--- src/rtl/spi_ioexp_sync.sv ---
// spi_ioexp_sync
//   SPI I/O expander core. Every signal is handled on clk. sclk, ce and sin are
//   oversampled through synchronisers and are never used as clocks.
//   A frame reads the expander inputs out on sout, LSB first. It also shifts
//   new expander output data in from sin, and the first bit received lands in
//   the MSB. The outputs are committed on ce rise only when the frame carried
//   exactly OUTBITS sample edges. Any other bit count sets the sticky frame_err.
//
// Ports
//   clk        system clock
//   reset      synchronous reset, active high
//   sclk       SPI clock (async, f_sclk <= f_clk/8)
//   ce         SPI chip enable, active low (async)
//   sin        SPI data into the expander
//   sout       SPI data out of the expander (0 outside a frame)
//   inputs     expander inputs (async)
//   outputs    expander outputs (registered)
//   irq        synced inputs differ from the snapshot taken at the last ce fall
//   frame_err  last frame had the wrong bit count (sticky until a good frame)
//
// FSM states
//   state     | meaning
//   WAIT_IDLE | after reset; waits for ce high so that a low ce is never a frame
//   IDLE      | no frame in progress; waits for a ce fall
//   ACTIVE    | frame in progress; sclk edges shift data until ce rises

module spi_ioexp_sync #(
  parameter int INBITS      = 3,
  parameter int OUTBITS     = 7,
  parameter int SYNC_STAGES = 2,
  parameter bit CPOL        = 1'b0,
  parameter bit CPHA        = 1'b1
) (
  input  logic               clk,
  input  logic               reset,
  input  logic               sclk,
  input  logic               ce,
  input  logic               sin,
  output logic               sout,
  input  logic [INBITS-1:0]  inputs,
  output logic [OUTBITS-1:0] outputs,
  output logic               irq,
  output logic               frame_err
);

  localparam int CW = $clog2(OUTBITS + 2);
  localparam logic [CW-1:0] CNT_FULL = CW'(OUTBITS);
  localparam logic [CW-1:0] CNT_SAT  = CW'(OUTBITS + 1);

  localparam logic [1:0] WAIT_IDLE = 2'd0;
  localparam logic [1:0] IDLE      = 2'd1;
  localparam logic [1:0] ACTIVE    = 2'd2;

  logic [SYNC_STAGES-1:0]             sclk_sync, ce_sync, sin_sync;
  logic [SYNC_STAGES-1:0][INBITS-1:0] in_sync;
  logic                               sclk_s, ce_s, sin_s;
  logic [INBITS-1:0]                  inputs_s;
  logic                               sclk_d, ce_d;

  // Edge pulses are registered one cycle after detection. sin travels with
  // them, so a sample pulse always pairs with the data that was present at
  // its edge. The extra stage also sets the ce-rise-to-commit latency.
  logic sample_p, launch_p, ce_fall_p, ce_rise_p, sin_p;

  logic [1:0]         state;
  logic [OUTBITS-1:0] shift_in;
  logic [INBITS-1:0]  shift_out;
  logic [INBITS-1:0]  snapshot;
  logic [CW-1:0]      bitcnt;
  logic               first_lead;

  logic sclk_rise, sclk_fall, lead_edge, trail_edge;

  assign sclk_s   = sclk_sync[SYNC_STAGES-1];
  assign ce_s     = ce_sync[SYNC_STAGES-1];
  assign sin_s    = sin_sync[SYNC_STAGES-1];
  assign inputs_s = in_sync[SYNC_STAGES-1];

  assign sclk_rise  = sclk_s & ~sclk_d;
  assign sclk_fall  = ~sclk_s & sclk_d;
  assign lead_edge  = CPOL ? sclk_fall : sclk_rise;
  assign trail_edge = CPOL ? sclk_rise : sclk_fall;

  assign sout = (state == ACTIVE) ? shift_out[0] : 1'b0;

  always_ff @(posedge clk) begin
    if (reset) begin
      sclk_sync <= '0;
      ce_sync   <= '0;
      sin_sync  <= '0;
      in_sync   <= '0;
      sclk_d    <= 1'b0;
      ce_d      <= 1'b0;
      sample_p  <= 1'b0;
      launch_p  <= 1'b0;
      ce_fall_p <= 1'b0;
      ce_rise_p <= 1'b0;
      sin_p     <= 1'b0;
    end else begin
      sclk_sync <= {sclk_sync[SYNC_STAGES-2:0], sclk};
      ce_sync   <= {ce_sync[SYNC_STAGES-2:0], ce};
      sin_sync  <= {sin_sync[SYNC_STAGES-2:0], sin};
      in_sync   <= {in_sync[SYNC_STAGES-2:0], inputs};
      sclk_d    <= sclk_s;
      ce_d      <= ce_s;
      sample_p  <= CPHA ? trail_edge : lead_edge;
      launch_p  <= CPHA ? lead_edge : trail_edge;
      ce_fall_p <= ce_d & ~ce_s;
      ce_rise_p <= ~ce_d & ce_s;
      sin_p     <= sin_s;
    end
  end

  always_ff @(posedge clk) begin
    if (reset) begin
      state      <= WAIT_IDLE;
      shift_in   <= '0;
      shift_out  <= '0;
      snapshot   <= '0;
      bitcnt     <= '0;
      first_lead <= 1'b0;
      outputs    <= '0;
      irq        <= 1'b0;
      frame_err  <= 1'b0;
    end else begin
      // A ce fall below overrides this set, so a change that lands in the
      // same cycle goes into the new snapshot instead of raising irq.
      if ((state != WAIT_IDLE) && (inputs_s != snapshot))
        irq <= 1'b1;

      case (state)
        WAIT_IDLE: begin
          if (ce_s)
            state <= IDLE;
        end
        IDLE: begin
          if (ce_fall_p) begin
            state      <= ACTIVE;
            shift_out  <= inputs_s;
            snapshot   <= inputs_s;
            bitcnt     <= '0;
            irq        <= 1'b0;
            first_lead <= 1'b1;
          end
        end
        ACTIVE: begin
          // A ce rise takes priority over a sample edge that arrives in the
          // same cycle, and that edge is not counted.
          if (ce_rise_p) begin
            state <= IDLE;
            if (bitcnt == CNT_FULL) begin
              outputs   <= shift_in;
              frame_err <= 1'b0;
            end else begin
              frame_err <= 1'b1;
            end
          end else begin
            if (sample_p) begin
              shift_in <= {shift_in[OUTBITS-2:0], sin_p};
              if (bitcnt != CNT_SAT)
                bitcnt <= bitcnt + 1'b1;
            end
            if (launch_p) begin
              first_lead <= 1'b0;
              // With CPHA=1, bit 0 has been on sout since the ce fall, so
              // the first leading edge has nothing new to present.
              if (!(CPHA && first_lead))
                shift_out <= shift_out >> 1;
            end
          end
        end
        default: state <= WAIT_IDLE;
      endcase
    end
  end

endmodule

--- config.mk ---
export PLATFORM = sky130hd
export DESIGN_NAME = spi_ioexp_sync
export DESIGN_NICKNAME = d
export VERILOG_FILES = /design/src/rtl/spi_ioexp_sync.sv
export SDC_FILE = /design/constraint.sdc
export NUM_CORES = 1
export LEC_CHECK = 0
export ABC_AREA = 0
export CORE_ASPECT_RATIO = 0.9
export CORE_MARGIN = 5
export CORE_UTILIZATION = 50
export CTS_CLUSTER_DIAMETER = 60
export CTS_CLUSTER_SIZE = 30
export DETAILED_ROUTE_END_ITERATION = 10
export PLACE_DENSITY = 0.72
export SYNTH_ARGS = -nofsm -noshare
export SYNTH_HDL_FRONTEND = slang
export SYNTH_SLANG_ARGS = --single-unit
--- constraint.sdc ---
create_clock -name clk -period 3.11 [get_ports clk]
set_clock_uncertainty 0.05 [all_clocks]
set_input_delay 0.311 -clock clk [delete_from_list [all_inputs] [get_ports clk]]
set_output_delay 0.311 -clock clk [all_outputs]
set_load 0.005 [all_outputs]
==> Table 3: Implementation characteristics <==
Physical implementation characteristics

Parameter                              Value

Route
  Number of remaining DRC errors    0
  DRT antenna net count    0
  Number of vias in the routed layout    between 1000 and 1500
  Iteration-0 DRC Markers    59
  First-pass iteration count of the detailed router    4

Finish
  Comb area share    39.5%
  Most common library cell in the layout ignoring fill and taps    dfxtp_1
  Count of nets after finishing    223
  Non-clock buffering overhead    8.52%
  Total of plain and repair buffers excluding clock buffers    19
  Area taken by flip-flops and latches    about 960 µm²
  Final instance count without filler cells    approximately 260
  Area growth from synthesis to final layout    15.5%
  Clk_buf instances    6
  Clock buffer and inverter area fraction after layout    4.26%
  Total number of sequential cells    48
  Count of fill cells added during filler insertion    around 350

Worst setup path
  Endpoint kind of the worst setup timing path    primary output
  Largest fanout of any net on the critical path    11
  Worst Setup Start Kind    flip-flop
  CP Data Required Time    2.75 ns
  Reg2reg setup slack    1.00 ns
  Worst setup endpoint    sout
  Type of the worst setup path    flip-flop to primary output

Power and ir drop
  Combinational share of power    17.3%
  Relative contribution of sequential cells to total power    53.0%
  Power density relative to cell area    573 nW/µm²
  Switching share of total power    26.5%
  Internal power    between 0.9 and 1 mW
  Clock network fraction of design power    29.7%
  Pleak    0.862 nW

Global routing
  First-pass GRT wire length    5260 µm
  Overall overflow remaining after global route    0
  Overall routing resource usage    13.8%

Placement
  DP HPWL    2180 µm

Clock network
  TritonCTS clock tree    built
  Post-CTS setup-driven buffer insertion count    0
  Clock latency reported for the late side of the worst-skew pair    around 0.3 ns
  Root Buffer    clkbuf_8
  Clock transition at the registers of the reported paths    ~0.08 ns
  Number of resized instances in the post-cts repair step    0

Floorplan
  Std cell rows    21
  Number of ports placed on the die boundary    18
  Floorplan Core Area    3680 µm²
  Inserted tap cell count    about 46
  Chip Footprint    5090 µm²

Synthesis
  Syn Area/Cell    about 9.8 µm²
  Number of distinct library cell variants in the gate-level netlist after synthesis    31

STA
  Setup repair after global routing missed its margin    no
  Fmax    465 MHz

Outcome
  Outcome    finished, final reports clean

Worst hold path
  Hold/Removal Path Class    flip-flop to flip-flop
## flip-flops by register name, summed over array words and instances (netlist names), 3 cells and up
signal     count
snapshot       3
shift_out      3
shift_in       7
bitcnt         4
inputs_s       3
outputs        7
in_sync        3
## how the worst min path moves through the flow
stage | start | to | cells past startpoint
2_1_floorplan | ce_d$_SDFF_PP0_ | ce_rise_p$_SDFF_PP0_ | 1
4_1_cts | sclk_d$_SDFF_PP0_ | launch_p$_SDFF_PP0_ | 1
3_3_place_gp | ce_d$_SDFF_PP0_ | ce_rise_p$_SDFF_PP0_ | 1
6_report | sclk_d$_SDFF_PP0_ | launch_p$_SDFF_PP0_ | 1
5_1_grt | sclk_d$_SDFF_PP0_ | launch_p$_SDFF_PP0_ | 1
3_5_place_dp | sclk_sync[1]$_SDFF_PP0_ | sample_p$_SDFF_PP0_ | 1
## cell usage after synthesis
| cell type | count | area [µm²] |
|---|---|---|
| dfxtp_1 | 48 | 961 |
| nor2b_1 | 21 | 131 |
| nor2_1 | 17 | 63.8 |
| nand2_1 | 16 | 60.1 |
| a21oi_1 | 12 | 60.1 |
| mux2i_1 | 12 | 120 |
| nand3_1 | 12 | 60.1 |
| ha_1 | 7 | 87.6 |
| buf_2 | 5 | 25.0 |
| clkbuf_1 | 5 | 18.8 |
| inv_1 | 5 | 18.8 |
| xnor2_1 | 5 | 43.8 |
| nand4b_1 | 4 | 35.0 |
| and2_1 | 3 | 18.8 |
| mux2_2 | 2 | 22.5 |
| nor3b_1 | 2 | 15.0 |
| o21ai_1 | 2 | 10.0 |
| a211oi_1 | 1 | 7.51 |
| a21o_1 | 1 | 7.51 |
| a22oi_1 | 1 | 7.51 |
| a31oi_1 | 1 | 6.26 |
| and3b_1 | 1 | 8.76 |
| nand2b_1 | 1 | 6.26 |
| nand3b_1 | 1 | 7.51 |
| nor2b_4 | 1 | 13.8 |
| nor3_1 | 1 | 5.00 |
| nor3_2 | 1 | 10.0 |
| nor4_4 | 1 | 21.3 |
| nor4bb_1 | 1 | 10.0 |
| o31ai_1 | 1 | 7.51 |
| or4_4 | 1 | 11.3 |
## critical path, cell delays in order, from the launching register on
cell	delay, ns
dfxtp_1	0.36
inv_1	0.09
ha_1	0.36
and2_1	0.18
clkdlybuf4s50_1	0.50
## through the flow
stage | instance area [µm²] | hold slack [ns] | worst slack, ns | power, mW
floorplan | 1880 | 0.333 | 1.39 | 0.839
global placement | 2080 | 0.338 | 1.09 | 0.879
detailed placement | 2080 | 0.348 | 0.984 | 0.890
CTS | 2170 | 0.360 | 0.941 | 1.26
global route | 2170 | 0.376 | 0.788 | 1.31
finish | 2170 | 0.357 | 0.959 | 1.25
## cell families (layout without fill, tap and decap cells)
group                      Yosys count  after routing  share of synthesized area [%]
and+or+nand+nor                     84             84                           25.4
buffers and inverters               15             32                           3.32
AOI/OAI and AO/OA                   19             19                           5.65
muxes                               14             14                           7.58
DFF                                 48             48                           51.1
xor gates and xnor gates             5              5                           2.33
adders and majority gates            7              7                           4.65
## routing by layer
layer	share of wire, %	GRT usage, %
met1	46	15.9
met2	47	22.6
met3	4.8	4.85
met4	2.4	7.33
met5	0	0
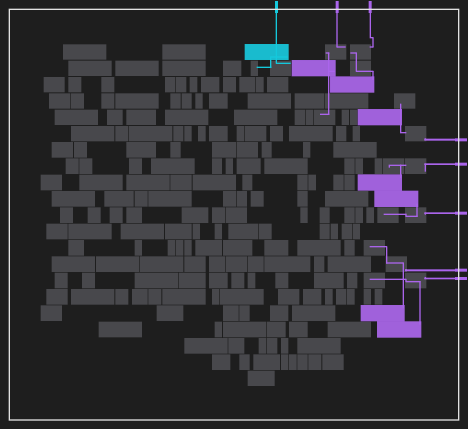
Figure 1: wires at chosen ports, followed through buffers.
Scale: 6 px per µm.
| port | colour | bits | direction | edge | end cells | wire |
|---|---|---|---|---|---|---|
| irq | cyan | 1 | output | top | 1 | 17.7 µm |
| outputs | purple | 7 | output | 5 right, 2 top | 7 | 115 µm |

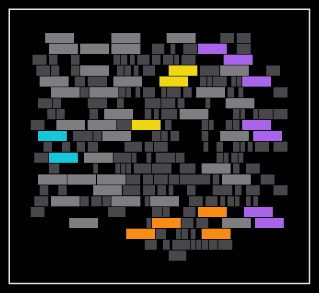
Figure 2: sequential cells coloured by netlist name.
Scale: 4 px per µm.
| signal | colour | flops |
|---|---|---|
| ce_sync | cyan | 2 |
| shift_out | yellow | 3 |
| outputs | purple | 7 |
| bitcnt | orange | 4 |
not coloured: 32

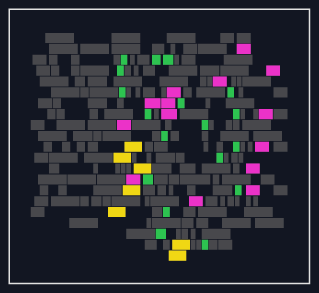
Figure 3: gate families picked out.
Scale: 4 px per µm.
| family | colour | cells | most used |
|---|---|---|---|
| aoi and oai cells | green | 18 | a21oi_1 |
| fa/ha/maj cells | yellow | 7 | ha_1 |
| mux cells | magenta | 14 | mux2i_1 |

No activity file was given, so power comes from the tool's default toggle rates.
